==> run_1/floorplan.png <==
Scale bar: 20 µm. Pins as bars on the die edge. Tap cells in gray.
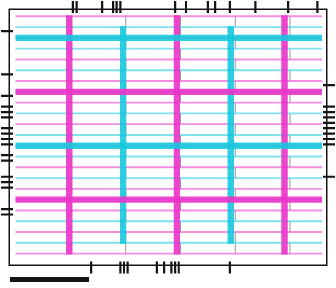
==> run_1/class_map.png <==
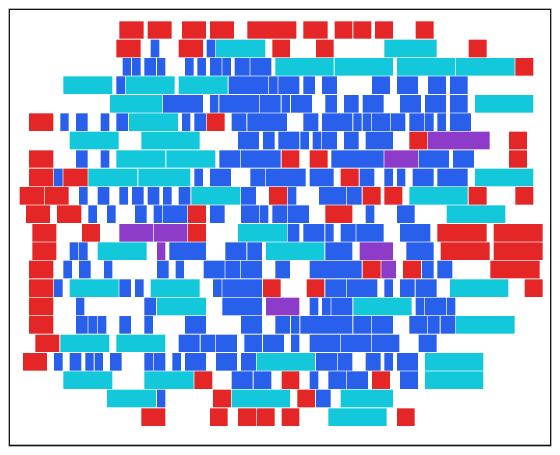
==> run_1/clock_wires.png <==
Scale bar: 20 µm.
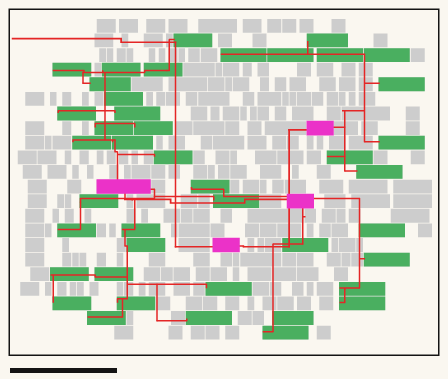
===== config.mk =====
export PLATFORM = sky130hd
export DESIGN_NAME = raster_scan_controller
export DESIGN_NICKNAME = d
export VERILOG_FILES = /design/src/rtl/raster_scan_pkg.sv /design/src/rtl/raster_scan_controller_wrap_counter.sv /design/src/rtl/raster_scan_controller.sv
export SDC_FILE = /design/constraint.sdc
export NUM_CORES = 1
export LEC_CHECK = 0
export ABC_AREA = 0
export ABC_CLOCK_PERIOD_IN_PS = 2300
export CAP_MARGIN = 0
export CORE_ASPECT_RATIO = 0.8
export CORE_MARGIN = 1
export CORE_UTILIZATION = 44
export DETAILED_ROUTE_END_ITERATION = 6
export PLACE_DENSITY_LB_ADDON = 0.3
export SKIP_LAST_GASP = 1
export SLEW_MARGIN = 20
export SYNTH_ARGS = -nofsm -noshare
export SYNTH_HDL_FRONTEND = slang
export SYNTH_HIERARCHICAL = 1
export SYNTH_SLANG_ARGS = --single-unit

===== constraint.sdc =====
create_clock -name clock -period 2.3 [get_ports clock]
set_clock_uncertainty 0.1 [all_clocks]
set_input_delay 0.46 -clock clock [delete_from_list [all_inputs] [get_ports clock]]
set_output_delay 0.46 -clock clock [all_outputs]
set_load 0.1 [all_outputs]

===== src/rtl/raster_scan_pkg.sv =====
// Shared types and helpers for the raster scan controller and its counters.
package raster_scan_pkg;

  localparam int X_WIDTH_DEF = 10;
  localparam int Y_WIDTH_DEF = 10;

  typedef enum logic [1:0] {
    IDLE = 2'd0,
    SCAN = 2'd1,
    DONE = 2'd2
  } state_t;

  function automatic logic is_transfer(input logic valid, input logic ready);
    return valid && ready;
  endfunction

  function automatic logic gate_flag(input logic valid, input logic cond);
    return valid && cond;
  endfunction

endpackage


===== src/rtl/raster_scan_controller_wrap_counter.sv =====
// Up-counter that wraps to zero after reaching a runtime limit.
// wrap is high whenever value sits at the limit, independent of step.
module wrap_counter #(
  parameter int WIDTH = 10
) (
  input  logic             clock,
  input  logic             reset,
  input  logic             clear,
  input  logic             step,
  input  logic [WIDTH-1:0] last,
  output logic [WIDTH-1:0] value,
  output logic             wrap
);

  assign wrap = (value == last);

  always_ff @(posedge clock) begin
    if (reset || clear) begin
      value <= '0;
    end else if (step) begin
      value <= wrap ? '0 : value + 1'b1;
    end
  end

endmodule


===== src/rtl/raster_scan_controller.sv =====
// Raster-order (x, y) coordinate generator for one frame, one pixel per valid/ready transfer.
// Optional BORDER_FLAG_EN adds a perimeter flag output for edge replication.
module raster_scan_controller
  import raster_scan_pkg::*;
#(
  parameter int X_WIDTH = X_WIDTH_DEF,
  parameter int Y_WIDTH = Y_WIDTH_DEF
) (
  input  logic               clock,
  input  logic               reset,
  input  logic               start,
  input  logic               abort,
  input  logic [X_WIDTH-1:0] x_last,
  input  logic [Y_WIDTH-1:0] y_last,
  input  logic               out_ready,
  output logic               out_valid,
  output logic [X_WIDTH-1:0] x,
  output logic [Y_WIDTH-1:0] y,
  output logic               sof,
  output logic               eol,
  output logic               eof,
  output logic               busy,
  output logic               done
`ifdef BORDER_FLAG_EN
  ,
  output logic               border
`endif
);

  state_t state, state_next;

  logic [X_WIDTH-1:0] xl;
  logic [Y_WIDTH-1:0] yl;

  logic accept_start;
  logic clear;
  logic transfer;
  logic x_wrap, y_wrap;
  logic at_end;
  logic x_step, y_step;

  assign out_valid = (state == SCAN);
  assign busy      = (state == SCAN);
  assign done      = (state == DONE);

  // abort beats start when both arrive in IDLE
  assign accept_start = (state == IDLE) && start && !abort;
  assign clear        = abort || accept_start;

  assign transfer = is_transfer(out_valid, out_ready);
  assign at_end   = x_wrap && y_wrap;

  // the final pixel does not step, so x/y keep their last values in DONE
  assign x_step = transfer && !at_end;
  assign y_step = transfer && x_wrap && !at_end;

  always_ff @(posedge clock) begin
    if (reset) begin
      xl <= '0;
      yl <= '0;
    end else if (accept_start) begin
      xl <= x_last;
      yl <= y_last;
    end
  end

  wrap_counter #(.WIDTH(X_WIDTH)) u_x_counter (
    .clock (clock),
    .reset (reset),
    .clear (clear),
    .step  (x_step),
    .last  (xl),
    .value (x),
    .wrap  (x_wrap)
  );

  wrap_counter #(.WIDTH(Y_WIDTH)) u_y_counter (
    .clock (clock),
    .reset (reset),
    .clear (clear),
    .step  (y_step),
    .last  (yl),
    .value (y),
    .wrap  (y_wrap)
  );

  always_ff @(posedge clock) begin
    if (reset) begin
      state <= IDLE;
    end else begin
      state <= state_next;
    end
  end

  always_comb begin
    state_next = state;
    case (state)
      IDLE:    if (start) state_next = SCAN;
      SCAN:    if (transfer && at_end) state_next = DONE;
      DONE:    state_next = IDLE;
      default: state_next = IDLE;
    endcase
    if (abort) state_next = IDLE;
  end

  assign sof = gate_flag(out_valid, (x == '0) && (y == '0));
  assign eol = gate_flag(out_valid, x_wrap);
  assign eof = gate_flag(out_valid, at_end);

`ifdef BORDER_FLAG_EN
  assign border = gate_flag(out_valid, (x == '0) || (y == '0) || x_wrap || y_wrap);
`endif

endmodule

==> impl_metrics.toml, run 1 <==
# synthesis and place-and-route metrics
[clock_tree]
numCtsBuffers = 5
cts_setup_buffers = 1
clkLatencyLatePin_ps = 300
cts_resized = 0

[setup_path]
timing.critical_path.arrival_ps = 1730
max_stage_delay_ps = 370
reg2regPathDepth = 10
max_stage_delay_cell_worst_path = "dfxtp_4"
critical_path.reg2reg.endpoint = "u_y_counter/value[9]"
critPathTopFamily = "simple AND/OR/NAND/NOR gates"
worst-path-buf-inv = 2
worstReg2RegStart = "u_x_counter/value[9]"
required_ps = 1740
cp-startpoint = "u_x_counter/value[9]"

[global_route]
gr-max-usage-layer = "met1"
groute.layer.met3.usage_pct = 5.43
grt-ovfl-total = 0

[power_and_ir_drop]
switching_power_mw = 0.431
pwr.group.combinational_mw = 0.290
leakage_nw = 1.09
clockPowerShare_pct = 34.5
pwrdens_nw_per_um2 = 508

[final_timing]
final.setup.tns_ps = 0
rsz0062_at_grt = "yes"
timing.final.setup_violations = 0
tightest_slew_ps = 364
final_critical_delay_including_setup_and_external_delays_ps = 2290

[worst_hold_path]
hold_startpoint = "xl[7]"
min_delay_worst_endpoint = "xl[7]"

[synth]
ys_seq_elements = 42
synth-xor-area-share_pct = 14.0
yosysCellCount = 249
synth_nets = 276
synth-main-ff-cell = "dfxtp_1"
ys_seq_share_pct = 39.6
netlist.top_cell.by_area = "dfxtp_1"
post_synth_area_hogs = "dfxtp_1 (40%), xnor2_1 (12%), nand2_1 (9.0%)"
synthDistinctLibCells = 33
synth-simple-area-share_pct = 26.7
yosys-stat-area_um2 = 2120
asyncSetResetFlopFracSynth_pct = 0
synth.most_common_cell = "nand2_1"
syn_avg_cell_area_um2 = 8.53

[floorplan]
design.portCount = 51

[finish]
area_growth_pct = 45.7
clkbuf_count = 7
total_non_filler_cell_area_in_the_finished_layout_um2 = 3100
diodes = 0
nonClockInverterCount = 6
area.sequential_um2 = 913
fraction_of_final_layout_cells_sized_beyond_drive_strength_1_pct = 32.9
layout.cells.most_common = "nand2_1"
final_layout_top_logic_cells = "nand2_1 (50), buf_4 (38), a21oi_1 (26)"
area.share.combinational_pct = 42.8
largest_class = "logic gates"

[detailed_routing]
topRoutingLayerUsed = "met4"
num_vias = 1948
drt-pass1-iter-count = 4
number_of_drc_violations_after_detailed_routing = 0

[place]
hpwl_um = 3890
globalplace.congestion = 0.877
portBuffers = 50

[flow_run]
maxCapViolCount = 0

[run_status]
run_status = "complete, no violations"
About floorplan.png:
Key: VDD = cyan; VSS = magenta
The core has 22 rows. 4 straps on met5. 5 straps on met4.
area inside the core boundary: 4620 µm²
x dimension of the die: 79.7 µm
die height: 64.2 µm
largest voltage drop on the vdd net: 0.461 mV

About class_map.png:
Key: clock drivers and dummy loads = purple [cells 8]; registers = cyan [cells 42]; remaining logic cells = blue [cells 194]; remaining buffers and delay cells = red [cells 69]

About clock_wires.png:
Key: clock wires = red [length 529 µm]; flip-flops = green [count 42]; clock-net drivers = magenta [count 5]
There are 6 routed clock nets. Position of the flops: widely spread.

==> run 1 -> run 2 <==
ABC_CLOCK_PERIOD_IN_PS = 2800   (was 2300)
CORE_UTILIZATION = 53   (was 44)
SYNTH_HIERARCHICAL = default   (was 1)
clock period = 2.8 ns   (was 2.3 ns; I/O delays follow)
==> run_2/floorplan.png <==
Scale bar: 20 µm. Pins as bars on the die edge. Tap cells in gray.
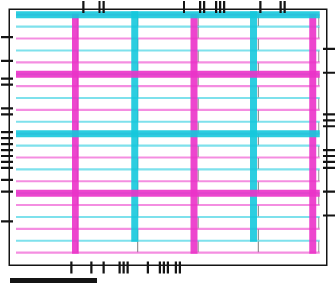
Key: VDD = cyan; VSS = magenta
21 met1 rails follow the rows. 5 straps on met4. 51 signal pins sit on the boundary.

==> run_2/layers.png <==
Scale bar: 20 µm. Two of the layers only.
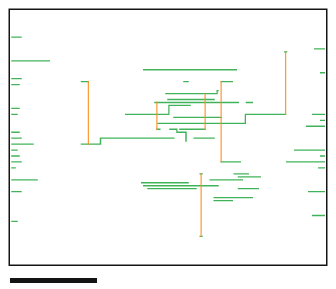
Key: M3 = green [wire length 319 µm]; M4 = orange [wire length 75.5 µm]
total via count after detailed routing: 1992
global-route total usage across every layer: 25.9%
WL per Instance: 14.0 µm

==> impl_metrics.toml, run 2 <==
# synthesis and place-and-route metrics
[clock_tree]
clkLatencyLatePin_ps = 300
cts_resized = 0
numCtsBuffers = 5
cts_hold_buffers = 0
cts_setup_buffers = 0

[global_route]
gr-max-usage-layer = "met2"
antenna_found_initial = 0
groute.layer.met3.usage_pct = 6.09
grt_start_max_net_pins = 23
grt-ovfl-total = 0
grt_use_met2_pct = 37.4

[floorplan]
design.portCount = 51
x_dimension_of_the_die_um = 72.3
area_inside_the_core_boundary_um2 = 3780
die_y_um = 58.2

[power_and_ir_drop]
pwr.group.combinational_mw = 0.200
pwrdens_nw_per_um2 = 445
clockPowerShare_pct = 32.9
switching_power_mw = 0.328
leakage_nw = 1.02
power.ir.vdd_worst_mv = 0.316

[synth]
yosysCellCount = 260
netlist.top_cell.by_area = "dfxtp_1"
syn_avg_cell_area_um2 = 8.05
synth.most_common_cell = "nand2_1"
post_synth_area_hogs = "dfxtp_1 (40%), nand2_1 (10%), xnor2_1 (10%)"
yosys-stat-area_um2 = 2090
ys_seq_share_pct = 40.2
ys_seq_elements = 42
synth_nets = 289
synth-xor-area-share_pct = 12.1
synth-adder-area-share_pct = 2.39
synth-main-ff-cell = "dfxtp_1"
asyncSetResetFlopFracSynth_pct = 0
synth-simple-area-share_pct = 28.0
synthDistinctLibCells = 34

[place]
hpwl_um = 3650
globalplace.congestion = 0.831

[setup_path]
max_stage_delay_cell_worst_path = "dfxtp_2"
worst-path-buf-inv = 2
required_ps = 2140
cp-startpoint = "u_x_counter.value[5]"
max_stage_delay_ps = 430
timing.critical_path.arrival_ps = 2010
critical_path.reg2reg.endpoint = "u_y_counter.value[9]"
start_kind = "flip-flop"
critPathTopFamily = "simple AND/OR/NAND/NOR gates"

[worst_hold_path]
whs_path_depth = 2

[detailed_routing]
drt-pass1-iter-count = 4
number_of_drc_violations_after_detailed_routing = 0
topRoutingLayerUsed = "met4"

[finish]
area_growth_pct = 31.6
diodes = 0
total_non_filler_cell_area_in_the_finished_layout_um2 = 2750
area.share.combinational_pct = 42.4
fraction_of_final_layout_cells_sized_beyond_drive_strength_1_pct = 23.0
nonClockInverterCount = 8
final_layout_top_logic_cells = "nand2_1 (57), buf_4 (30), a21oi_1 (28)"
layout.cells.most_common = "nand2_1"
largest_class = "logic gates"
area.sequential_um2 = 871
clkbuf_count = 7

[run_status]
run_status = "complete, no violations"

[final_timing]
tightest_slew_ps = 456
timing.final.setup_violations = 0
final_critical_delay_including_setup_and_external_delays_ps = 2670
final.setup.tns_ps = 0
